==> images/power_grid.png <==
Scale bar: 50 um. Pins as bars on the die edge. Tap cells in grey.
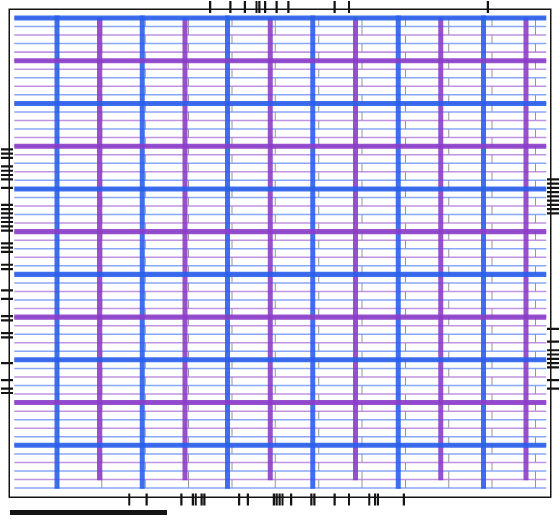
==> images/placement_by_type.png <==
Scale bar: 50 um.
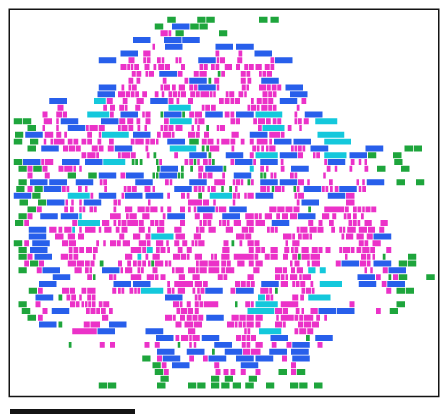
==> images/clk_routes.png <==
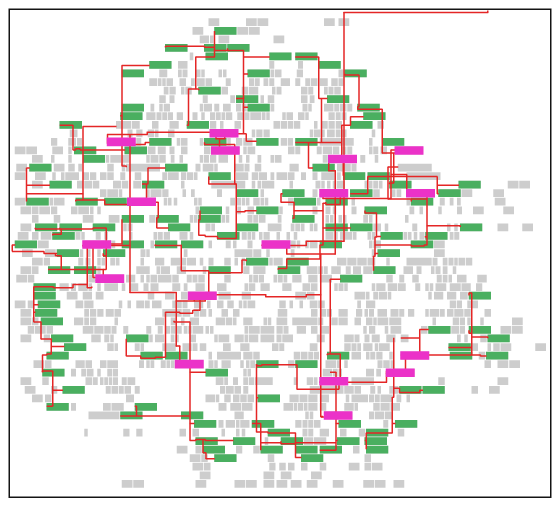
<file path="src/rtl/seg7_time_reader_if.sv">
// Segment buses from the clock/alarm display plus the readback monitor's results.
interface seg7_time_reader_if;
  logic        i_check_en;
  logic [6:0]  i_seg_s_u, i_seg_s_t, i_seg_m_u, i_seg_m_t, i_seg_h_u, i_seg_h_t;
  logic [23:0] o_time_bcd;
  logic        o_frame_valid, o_step_ok, o_step_err, o_stall;
  logic [7:0]  o_err_count;

  modport master (
    output i_check_en, i_seg_s_u, i_seg_s_t, i_seg_m_u, i_seg_m_t, i_seg_h_u, i_seg_h_t,
    input  o_time_bcd, o_frame_valid, o_step_ok, o_step_err, o_stall, o_err_count
  );
  modport slave (
    input  i_check_en, i_seg_s_u, i_seg_s_t, i_seg_m_u, i_seg_m_t, i_seg_h_u, i_seg_h_t,
    output o_time_bcd, o_frame_valid, o_step_ok, o_step_err, o_stall, o_err_count
  );
endinterface

</file>
<file path="src/rtl/seg7_time_reader.sv">
// Reads six 7-segment digits back to BCD and checks the shown time only advances by +1 s.
module seg7_digit_dec (
  input  logic [6:0] i_seg,
  output logic [3:0] o_digit,
  output logic       o_legal
);
  always_comb begin
    o_legal = 1'b1;
    o_digit = 4'd0;
    case (i_seg)
      7'b1111110: o_digit = 4'd0;
      7'b0110000: o_digit = 4'd1;
      7'b1101101: o_digit = 4'd2;
      7'b1111001: o_digit = 4'd3;
      7'b0110011: o_digit = 4'd4;
      7'b1011011: o_digit = 4'd5;
      7'b1011111: o_digit = 4'd6;
      7'b1110000: o_digit = 4'd7;
      7'b1111111: o_digit = 4'd8;
      7'b1111011: o_digit = 4'd9;
      default:    o_legal = 1'b0;
    endcase
  end
endmodule

module seg7_time_reader #(
  parameter bit          SEG_ACTIVE_LOW = 1'b0,
  parameter int unsigned STALL_LIMIT    = 60_000_000
) (
  input  logic              i_clk,
  input  logic              i_reset_n,
  seg7_time_reader_if.slave bus
);
  localparam int          NUM_DIG = 6;
  localparam logic [31:0] LIMIT   = 32'(STALL_LIMIT);

  typedef enum logic [1:0] {S_IDLE, S_TRACK, S_ERR} state_t;

  logic [NUM_DIG-1:0][6:0] w_seg_in;
  logic [NUM_DIG-1:0][6:0] r_seg;
  logic                    r_chk;
  logic [NUM_DIG-1:0][3:0] w_dig;
  logic [NUM_DIG-1:0]      w_dig_ok;
  logic                    w_legal;
  logic [23:0]             w_bcd, w_succ;
  logic [7:0]              w_err_inc;

  state_t      r_state;
  logic [23:0] r_p, r_time;
  logic        r_valid, r_ok, r_err;
  logic [31:0] r_cnt;
  logic [7:0]  r_err_cnt;

  assign w_seg_in = {bus.i_seg_h_t, bus.i_seg_h_u, bus.i_seg_m_t,
                     bus.i_seg_m_u, bus.i_seg_s_t, bus.i_seg_s_u};

  genvar gi;
  generate
    for (gi = 0; gi < NUM_DIG; gi++) begin : g_dig
      seg7_digit_dec u_dec (.i_seg(r_seg[gi]), .o_digit(w_dig[gi]), .o_legal(w_dig_ok[gi]));
    end
  endgenerate

  assign w_bcd   = w_dig;
  assign w_legal = (&w_dig_ok) && (w_dig[1] <= 4'd5) && (w_dig[3] <= 4'd5) &&
                   ((w_dig[5] < 4'd2) || ((w_dig[5] == 4'd2) && (w_dig[4] <= 4'd3)));

  function automatic logic [23:0] succ(input logic [23:0] p);
    logic [3:0] su, st, mu, mt, hu, ht;
    {ht, hu, mt, mu, st, su} = p;
    if (su != 4'd9) su = su + 4'd1;
    else begin
      su = 4'd0;
      if (st != 4'd5) st = st + 4'd1;
      else begin
        st = 4'd0;
        if (mu != 4'd9) mu = mu + 4'd1;
        else begin
          mu = 4'd0;
          if (mt != 4'd5) mt = mt + 4'd1;
          else begin
            mt = 4'd0;
            if (ht == 4'd2 && hu == 4'd3) begin ht = 4'd0; hu = 4'd0; end
            else if (hu == 4'd9) begin hu = 4'd0; ht = ht + 4'd1; end
            else hu = hu + 4'd1;
          end
        end
      end
    end
    return {ht, hu, mt, mu, st, su};
  endfunction

  assign w_succ    = succ(r_p);
  assign w_err_inc = (r_err_cnt == 8'hFF) ? r_err_cnt : r_err_cnt + 8'd1;

  // check_en travels with its frame so enable and segments are judged together
  always_ff @(posedge i_clk) begin
    if (!i_reset_n) begin
      r_seg     <= '0;
      r_chk     <= 1'b0;
      r_state   <= S_IDLE;
      r_p       <= '0;
      r_time    <= '0;
      r_valid   <= 1'b0;
      r_ok      <= 1'b0;
      r_err     <= 1'b0;
      r_cnt     <= '0;
      r_err_cnt <= '0;
    end else begin
      r_seg   <= SEG_ACTIVE_LOW ? ~w_seg_in : w_seg_in;
      r_chk   <= bus.i_check_en;
      r_valid <= w_legal;
      r_ok    <= 1'b0;
      r_err   <= 1'b0;
      if (w_legal) r_time <= w_bcd;
      case (r_state)
        S_IDLE: begin
          if (w_legal && r_chk) begin
            r_state <= S_TRACK;
            r_p     <= w_bcd;
            r_cnt   <= '0;
          end
        end
        S_TRACK: begin
          if (!r_chk) begin
            r_state <= S_IDLE;
            r_cnt   <= '0;
          end else if (!w_legal) begin
            r_state   <= S_ERR;
            r_err_cnt <= w_err_inc;
            r_cnt     <= '0;
          end else if (w_bcd == r_p) begin
            if (r_cnt != LIMIT) r_cnt <= r_cnt + 32'd1;
          end else if (w_bcd == w_succ) begin
            r_ok  <= 1'b1;
            r_p   <= w_bcd;
            r_cnt <= '0;
          end else begin
            r_err     <= 1'b1;
            r_err_cnt <= w_err_inc;
            r_p       <= w_bcd;
            r_cnt     <= '0;
          end
        end
        S_ERR: begin
          if (w_legal) r_state <= S_IDLE;
        end
        default: r_state <= S_IDLE;
      endcase
    end
  end

  assign bus.o_time_bcd    = r_time;
  assign bus.o_frame_valid = r_valid;
  assign bus.o_step_ok     = r_ok;
  assign bus.o_step_err    = r_err;
  assign bus.o_stall       = (r_state == S_TRACK) && (r_cnt == LIMIT);
  assign bus.o_err_count   = r_err_cnt;
endmodule
</file>
<file path="src/flat_wrapper.sv">
// flat-port wrapper written by rule: the top's interface ports become plain ports
module seg7_time_reader_flat 
#(
  parameter bit          SEG_ACTIVE_LOW = 1'b0,
  parameter int unsigned STALL_LIMIT    = 60_000_000
)
  (i_clk, i_reset_n, bus_i_check_en, bus_i_seg_s_u, bus_i_seg_s_t, bus_i_seg_m_u, bus_i_seg_m_t, bus_i_seg_h_u, bus_i_seg_h_t, bus_o_time_bcd, bus_o_frame_valid, bus_o_step_ok, bus_o_step_err, bus_o_stall, bus_o_err_count);
  seg7_time_reader_if bus_i ();
  input  logic i_clk;
  input  logic i_reset_n;
  input wire logic [$bits(bus_i.i_check_en)-1:0] bus_i_check_en;
  input wire logic [$bits(bus_i.i_seg_s_u)-1:0] bus_i_seg_s_u;
  input wire logic [$bits(bus_i.i_seg_s_t)-1:0] bus_i_seg_s_t;
  input wire logic [$bits(bus_i.i_seg_m_u)-1:0] bus_i_seg_m_u;
  input wire logic [$bits(bus_i.i_seg_m_t)-1:0] bus_i_seg_m_t;
  input wire logic [$bits(bus_i.i_seg_h_u)-1:0] bus_i_seg_h_u;
  input wire logic [$bits(bus_i.i_seg_h_t)-1:0] bus_i_seg_h_t;
  output wire logic [$bits(bus_i.o_time_bcd)-1:0] bus_o_time_bcd;
  output wire logic [$bits(bus_i.o_frame_valid)-1:0] bus_o_frame_valid;
  output wire logic [$bits(bus_i.o_step_ok)-1:0] bus_o_step_ok;
  output wire logic [$bits(bus_i.o_step_err)-1:0] bus_o_step_err;
  output wire logic [$bits(bus_i.o_stall)-1:0] bus_o_stall;
  output wire logic [$bits(bus_i.o_err_count)-1:0] bus_o_err_count;
  assign bus_i.i_check_en = bus_i_check_en;
  assign bus_i.i_seg_s_u = bus_i_seg_s_u;
  assign bus_i.i_seg_s_t = bus_i_seg_s_t;
  assign bus_i.i_seg_m_u = bus_i_seg_m_u;
  assign bus_i.i_seg_m_t = bus_i_seg_m_t;
  assign bus_i.i_seg_h_u = bus_i_seg_h_u;
  assign bus_i.i_seg_h_t = bus_i_seg_h_t;
  assign bus_o_time_bcd = bus_i.o_time_bcd;
  assign bus_o_frame_valid = bus_i.o_frame_valid;
  assign bus_o_step_ok = bus_i.o_step_ok;
  assign bus_o_step_err = bus_i.o_step_err;
  assign bus_o_stall = bus_i.o_stall;
  assign bus_o_err_count = bus_i.o_err_count;
  seg7_time_reader #(.SEG_ACTIVE_LOW(SEG_ACTIVE_LOW), .STALL_LIMIT(STALL_LIMIT)) u_core (.i_clk(i_clk), .i_reset_n(i_reset_n), .bus(bus_i));
endmodule
</file>
<file path="config.mk">
export PLATFORM = sky130hd
export DESIGN_NAME = seg7_time_reader_flat
export DESIGN_NICKNAME = d
export VERILOG_FILES = /design/src/rtl/seg7_time_reader_if.sv /design/src/rtl/seg7_time_reader.sv /design/src/flat_wrapper.sv
export SDC_FILE = /design/constraint.sdc
export NUM_CORES = 1
export LEC_CHECK = 0
export ABC_CLOCK_PERIOD_IN_PS = 4300
export CAP_MARGIN = 10
export CORE_ASPECT_RATIO = 0.9
export CORE_MARGIN = 1
export CORE_UTILIZATION = 30
export CTS_CLUSTER_DIAMETER = 200
export DETAILED_ROUTE_END_ITERATION = 10
export GPL_TIMING_DRIVEN = 0
export HOLD_SLACK_MARGIN = 0.02
export SLEW_MARGIN = 10
export SYNTH_ARGS = -nofsm -noshare
export SYNTH_HDL_FRONTEND = slang
export SYNTH_SLANG_ARGS = --single-unit
</file>
<file path="constraint.sdc">
create_clock -name i_clk -period 4.3 [get_ports i_clk]
set_input_delay 0.43 -clock i_clk [delete_from_list [all_inputs] [get_ports i_clk]]
set_output_delay 0.43 -clock i_clk [all_outputs]
set_load 0.005 [all_outputs]
</file>
==> flow_summary.yaml <==
# synthesis and place-and-route metrics
worst_setup_path:
  slowest_delay_ps: 590
  cp-end-kind: "register"
  cp_data_required_time_ps: 4660
  regToRegEndpoint: "u_core.r_cnt[16]"
  critical_path_class: "register to register"
  cp-endpoint: "u_core.r_cnt[16]"
  slowest_stage: "or4_1"
  worstPathBufferInverterCount: 1
  path_cells: "or4_4 > o32ai_1 > xnor2_1 > nand4_1 > or4_1 > nor2_1 > nand4_1 > clkbuf_1 > or3_1 > a21oi_1"
  crit_start: "u_core.r_seg[1]"
yosys:
  async_flop_share_pct: 0
  synth.cell_area_um2: 7790
  synth_nets: 1043
  top_cell: "dfxtp_1"
  synthDistinctLibCells: 77
  synth_top_area_share_pct: 35.0
  ys_sh_adder_pct: 1.45
  syn-instance-count: 989
  synth.cellmix.xorXnorShare_pct: 5.58
  mux_share_pct: 2.35
  flop_cell: "dfxtp_1"
  largest_area_cell: "dfxtp_1"
  ys_sh_aoi_pct: 16.5
  ys_cells: 989
clock_tree:
  cts.path.max_buffers: 2
  path_clk_slew_ps: 60
  post_cts_buffers: 0
  cts_made_buffers: 17
  cts_root_buffer: "clkbuf_16"
  cts-resized-gates: 1
  cts.htree.levels: 4
  cts-hold-fix-buffers: 0
timing:
  slew_violations: 0
  tns_ps: 0
  relSlewSlack_pct: 42.9
  setup_violations: 0
  max_freq_ghz: 0.245
  fin_skew_ps: 10.2
  finalCritPeriodShare_pct: 94.7
  worst_pin_slew_ps: 850
grt:
  met2_usage_pct: 27.9
  grt_use_met3_pct: 4.76
  overflow: 0
  grt_usage_pct: 18.7
  grt_start_max_net_pins: 17
  grt.met1_usage_pct: 25.9
  antenna_found_initial: 0
  grt_pass1_vias: 7121
detailed_routing:
  wl_met2_mm: 9.99
  dr.pass1.iters: 5
  drc: 0
  met3_length_mm: 1.79
  vias: 7596
  routed_wl_mm: 23.9
  wire_per_inst_um: 16.6
  highest_layer: "met4"
  dr.first_iter.drc_count: 708
layout:
  fill_cells: 2645
  flops: 136
  inverters: 18
  drive_gt1_share_pct: 5.45
  antennaDiodeCount: 0
  comb_area_um2: 4830
  lay_top_count: "dfxtp_1"
  clockBufferCount: 20
  lay_top_cells: "dfxtp_1 (136), nand2_1 (119), nor2_1 (86)"
power:
  powerDensity_nw_per_um2: 326
  leakage_nw: 3.28
  peakVddDrop_mv: 0.193
  p_comb_share_pct: 5.5
  p_seq_share_pct: 41.4
place:
  dp.cells: 1411
  dp_hpwl_mm: 17.6
floorplanning:
  taps: 342
  fp_util_pct: 30.8
  io_pins: 81
  coreArea_um2: 25300
  die_h_um: 155
hold_path:
  min_path_cells: 2
  hold_end: "u_core.bus.o_time_bcd[10]"
  hp-class: "register to register"
status:
  status: "complete, no violations"
Notes on power_grid.png above:
legend:
  VDD:
    colour: purple
  VSS:
    colour: blue
met1 rails: 56
tap cells: 342
rows: 55
met5 straps: 11

Notes on placement_by_type.png above:
legend:
  sequential cells:
    colour: blue
    cells: 136
  clock drivers and dummy loads:
    colour: cyan
    cells: 32
  combinational and other logic:
    colour: magenta
    cells: 805
  remaining buffers and delay cells:
    colour: green
    cells: 128

Notes on clk_routes.png above:
legend:
  flip-flops:
    colour: green
    count: 136
  clock wires:
    colour: red
    length: 2080 um
  clock drivers:
    colour: magenta
    count: 17
routed clock nets: 18

-- power by group through the flow --
stage | Sequential [mW] | Clock, mW | Combinational, mW
finish | 1.31 | 1.68 | 0.174
global route | 1.32 | 1.77 | 0.192
CTS | 1.31 | 1.71 | 0.174
detailed placement | 1.34 | 0 | 0.173
global placement | 1.34 | 0 | 0.172
floorplan | 1.33 | 0 | 0.0964
-- registers in the layout (all words and copies together) (netlist names) --
name                      cells
u_core.r_seg                 42
u_core.bus.o_step_ok          1
u_core.bus.o_time_bcd        24
u_core.bus.o_frame_valid      1
u_core.r_state                2
u_core.r_cnt                 32
u_core.r_chk                  1
u_core.bus.o_step_err         1
u_core.r_p                   24
u_core.bus.o_err_count        8
Power figures rest on the tool's default switching activity, not on a simulated workload.
